## src/rtl/uart_tx_fifo_feeder.sv

```systemverilog
// rtl/uart_tx_fifo_feeder.sv - byte FIFO and start/busy sequencer feeding the UART transmitter
// Bytes are launched one per transmitter frame: start, wait for busy to rise, then wait for it to fall.
module uart_tx_fifo_feeder #(
  parameter int DEPTH       = 16,
  parameter int ADDR_W      = 4,
  parameter int ACK_TIMEOUT = 15
) (
  input  logic              clk,
  input  logic              rst,
  input  logic              s_valid,
  input  logic [7:0]        s_data,
  output logic              s_ready,
  input  logic              flush,
  input  logic              tx_en,
  output logic              tx_start,
  output logic [7:0]        tx_data,
  input  logic              tx_busy,
  output logic [ADDR_W:0]   level,
  output logic              empty,
  output logic              full,
  output logic [15:0]       sent_count,
  output logic              tx_err
);

  localparam logic [ADDR_W:0] LEVEL_FULL = (ADDR_W+1)'(DEPTH);
  localparam logic [7:0]      TMO_LAST   = 8'(ACK_TIMEOUT - 1);

  typedef enum logic [1:0] {
    IDLE,
    WAIT_BUSY,
    WAIT_DONE
  } state_t;

  state_t            state;
  logic [7:0]        mem [DEPTH];
  logic [ADDR_W-1:0] wr_ptr;
  logic [ADDR_W-1:0] rd_ptr;
  logic [7:0]        tcnt;
  logic              push;
  logic              launch;

  assign full    = (level == LEVEL_FULL);
  assign empty   = (level == '0);
  assign s_ready = !full && !flush;
  assign push    = s_valid && s_ready;
  assign launch  = (state == IDLE) && tx_en && !empty && !tx_busy;

  // Storage is not reset; only entries between the pointers are ever read.
  always_ff @(posedge clk) begin
    if (push) begin
      mem[wr_ptr] <= s_data;
    end
  end

  always_ff @(posedge clk or posedge rst) begin
    if (rst) begin
      wr_ptr <= '0;
      rd_ptr <= '0;
      level  <= '0;
    end else if (flush) begin
      wr_ptr <= '0;
      rd_ptr <= '0;
      level  <= '0;
    end else begin
      if (push) begin
        wr_ptr <= wr_ptr + 1'b1;
      end
      if (launch) begin
        rd_ptr <= rd_ptr + 1'b1;
      end
      case ({push, launch})
        2'b10:   level <= level + 1'b1;
        2'b01:   level <= level - 1'b1;
        default: level <= level;
      endcase
    end
  end

  // A launch coinciding with flush still sends the head byte; the FIFO clears underneath it.
  always_ff @(posedge clk or posedge rst) begin
    if (rst) begin
      state      <= IDLE;
      tx_start   <= 1'b0;
      tx_data    <= 8'h00;
      sent_count <= 16'h0000;
      tx_err     <= 1'b0;
      tcnt       <= 8'h00;
    end else begin
      tx_start <= 1'b0;
      case (state)
        IDLE: begin
          if (launch) begin
            tx_start   <= 1'b1;
            tx_data    <= mem[rd_ptr];
            sent_count <= sent_count + 1'b1;
            tcnt       <= 8'h00;
            state      <= WAIT_BUSY;
          end
        end
        WAIT_BUSY: begin
          if (tx_busy) begin
            state <= WAIT_DONE;
          end else if (tcnt == TMO_LAST) begin
            tx_err <= 1'b1;
            tcnt   <= 8'h00;
            state  <= IDLE;
          end else begin
            tcnt <= tcnt + 1'b1;
          end
        end
        WAIT_DONE: begin
          if (!tx_busy) begin
            state <= IDLE;
          end
        end
        default: state <= IDLE;
      endcase
    end
  end

endmodule

```

## config.mk

```make
export PLATFORM = sky130hd
export DESIGN_NAME = uart_tx_fifo_feeder
export DESIGN_NICKNAME = d
export VERILOG_FILES = /design/src/rtl/uart_tx_fifo_feeder.sv
export SDC_FILE = /design/constraint.sdc
export NUM_CORES = 1
export LEC_CHECK = 0
export CAP_MARGIN = 20
export CORE_MARGIN = 2
export CORE_UTILIZATION = 63
export CTS_BUF_LIST = sky130_fd_sc_hd__clkbuf_16
export CTS_CLUSTER_DIAMETER = 100
export DETAILED_ROUTE_END_ITERATION = 16
export GPL_ROUTABILITY_DRIVEN = 0
export PLACE_DENSITY_LB_ADDON = 0.3
export SLEW_MARGIN = 20
export SYNTH_ARGS = -nofsm -noshare
export SYNTH_HDL_FRONTEND = slang
export SYNTH_SLANG_ARGS = --single-unit
```

## constraint.sdc

```tcl
create_clock -name clk -period 6 [get_ports clk]
set_input_delay 0.9 -clock clk [delete_from_list [all_inputs] [get_ports clk]]
set_output_delay 0.9 -clock clk [all_outputs]
set_load 0.005 [all_outputs]
```

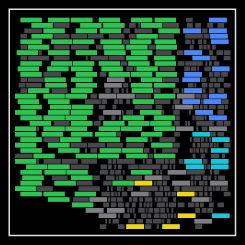
Figure 1: sequential cells grouped by signal name.
Drawn at 2 px/um. Other sequential cells in the stronger grey, the rest of the logic in the fainter grey.
[blue] sent_count | sequential cells: 16
[yellow] level | sequential cells: 5
[cyan] tcnt | sequential cells: 8
[green] mem | sequential cells: 128
not coloured: 20

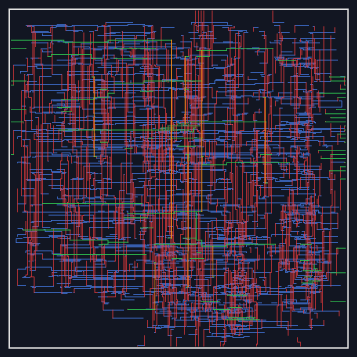
Figure 2: routed metal, one colour a layer.
Drawn at 3 px/um.
[orange] M4 | wire length: 270 um
[blue] M1 | wire length: 6220 um
[red] M2 | wire length: 7520 um
[green] M3 | wire length: 751 um

==> qor.yml <==
cts:
  clockBufferDepth: 2
  htree_num_levels: 4
  clk_latency_ns: 0.43
  clkTransAtPathRegs_ns: 0.06
  hold_buffers: 0
  post_cts_resized: 0
  cts_tree: "yes"
logic_synthesis:
  yosysChipArea_sq_mm: 0.00741
  mux_area_share_pct: 12.5
  xor_share_pct: 2.84
  yosys-stat-cells: 460
  synth-edff-count: 128
  aoi_share_pct: 4.41
  synthTopLogicFamily: "multiplexers"
  synth_seq_share_pct: 68.5
pwr:
  irDropWorstVdd_v: 0.000399
  total_power_mw: 3.27
  p_leak_nw: 3.06
  swShare_pct: 26.0
  p_per_area_mw_per_mm2: 381
  comb_power_share_pct: 20.1
min_path:
  hold_path_end: "tx_err"
  holdCritStartpoint: "tx_err"
  worstHoldPathCells: 1
worst_setup_path:
  crit_fanout: 24
  crit_arrival_ns: 3.85
  start_kind: "primary input"
  reg2reg_slack_ns: 2.97
  crit_required_ns: 6.31
  worst-path-buf-inv: 1
  timing.rr.start: "state[0]"
  end_kind: "flip-flop"
  crit_chain: "clkdlybuf4s50_1, or4b_1, a21o_4, nor2_1, xor2_1, ha_1, o31a_1, nor4_1, a31oi_1, mux2_2"
  path_class: "primary input to flip-flop"
  crit_slowest_cell: "or4b_1"
global_route:
  grt_max_degree: 50
  met2_usage_pct: 40.6
  grt_use_met1_pct: 33.9
  busiest_layer: "met2"
  antenna_found_initial: 0
  grt_pass1_wl_mm: 23.3
final_layout:
  nets: 530
  comb_area_sq_mm: 0.00220
  fillers: 694
  n_antenna_cell: 0
final_timing:
  min_period_ns: 3.54
  clock_skew_ns: 0.00692
  setup_viol: 0
  setup_tns_ns: 0
  maxSlewHeadroom_pct: 27.9
floorplan:
  dieArea_sq_mm: 0.0126
  core_sq_mm: 0.0115
  initial_core_util_pct: 64.6
  die_w_um: 112
  num_io_pins: 48
drt:
  ant_nets: 0
  drtIter0Drc: 436
  drc: 0
  via_per_inst: 6.23
job:
  warnings: 30
  max-cap-violations: 0
run_status:
  status: "finished clean"
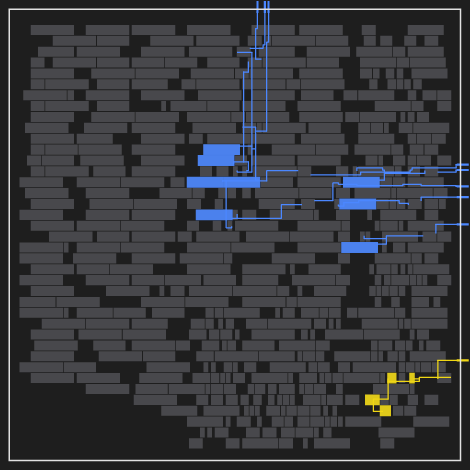
Figure 3: port wiring.
Drawn at 4 px/um.
[yellow] tx_busy | bits: 1 | direction: input | edge: right | end cells: 4 | wire: 41.6 um
[blue] tx_data | bits: 8 | direction: output | edge: 5 right, 3 top | end cells: 8 | wire: 375 um

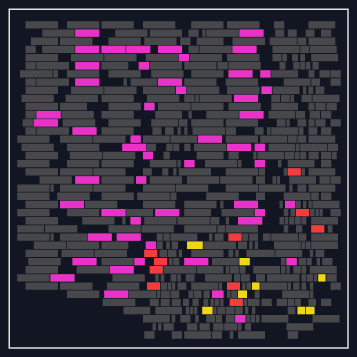
Figure 4: logic cells by family.
Drawn at 3 px/um.
[yellow] non-inverting ao/oa cells | cells: 8 | most used: a21o_1
[red] fa/ha/maj cells | cells: 10 | most used: ha_1
[magenta] mux cells | cells: 52 | most used: mux4_2

==> stage by stage <==
stage	instance area [sq um]	setup WS [ns]	std cells	hold slack [ns]
after floorplan	7410	2.93	460	0.451
after global placement	7980	2.23	630	0.442
after detailed placement	7980	2.13	630	0.446
after CTS	8580	2.53	662	0.458
after global routing	8590	2.32	662	0.466
final	8590	2.46	662	0.456
==> logic make-up after synthesis <==
kind of cell               Yosys count
adders and majority gates           10
xor gates and xnor gates            24
buffers and inverters               32
muxes                               52
AOI/OAI and AO/OA                   44
DFF                                177
and+or+nand+nor                    121
==> power by group through the flow <==
stage	Sequential (mW)	Combinational, mW	Clock, mW
CTS	1.48	0.661	1.14
detailed placement	1.50	0.651	0
global placement	1.50	0.631	0
global route	1.49	0.716	1.19
floorplan	1.48	0.423	0
finish	1.48	0.657	1.13
==> cell usage in the layout, fill, tap and decap left out, drive strengths merged, types with 10 or more instances in the layout <==
| cell type | n |
|---|---|
| clkbuf | 17 |
| nand2 | 34 |
| and2 | 14 |
| xnor2 | 18 |
| mux4 | 32 |
| nand3 | 14 |
| edfxtp | 128 |
| ha | 10 |
| nor2 | 26 |
| clkdlybuf4s50 | 47 |
| dfrtp | 49 |
| mux2i | 19 |
| inv | 13 |
==> flip-flops by register name (all words and copies together) (netlist names), 2 cells and up <==
name / flops
tcnt: 8
sent_count: 16
level: 5
mem: 128
rd_ptr: 4
state: 2
wr_ptr: 4
tx_data: 8
==> cell type report <==
cell class	instances	area share, %
clock buffer	17	4.95
clock inverter	15	2.08
inverter	9	0.408
multi-input combinational	251	25.7
sequential	177	59.1
tap	143	2.08
timing repair buffer	50	5.74
==> layer usage <==
| layer | part of all wire (%) | routed length, um |
|---|---|---|
| met1 | 42 | 6220 |
| met2 | 51 | 7520 |
| met3 | 5.1 | 750 |
| met4 | 1.8 | 269 |
| met5 | 0 | 0 |
==> how the worst max path moves through the flow <==
stage,depth (start not counted),slack (ns),to
after CTS,10,2.53,level[4]
after global routing,10,2.32,level[4]
after floorplan,9,2.93,level[2]
after detailed placement,10,2.13,level[4]
final,10,2.46,level[4]
after global placement,9,2.23,level[2]
Power is estimated from default activity; no workload was simulated.
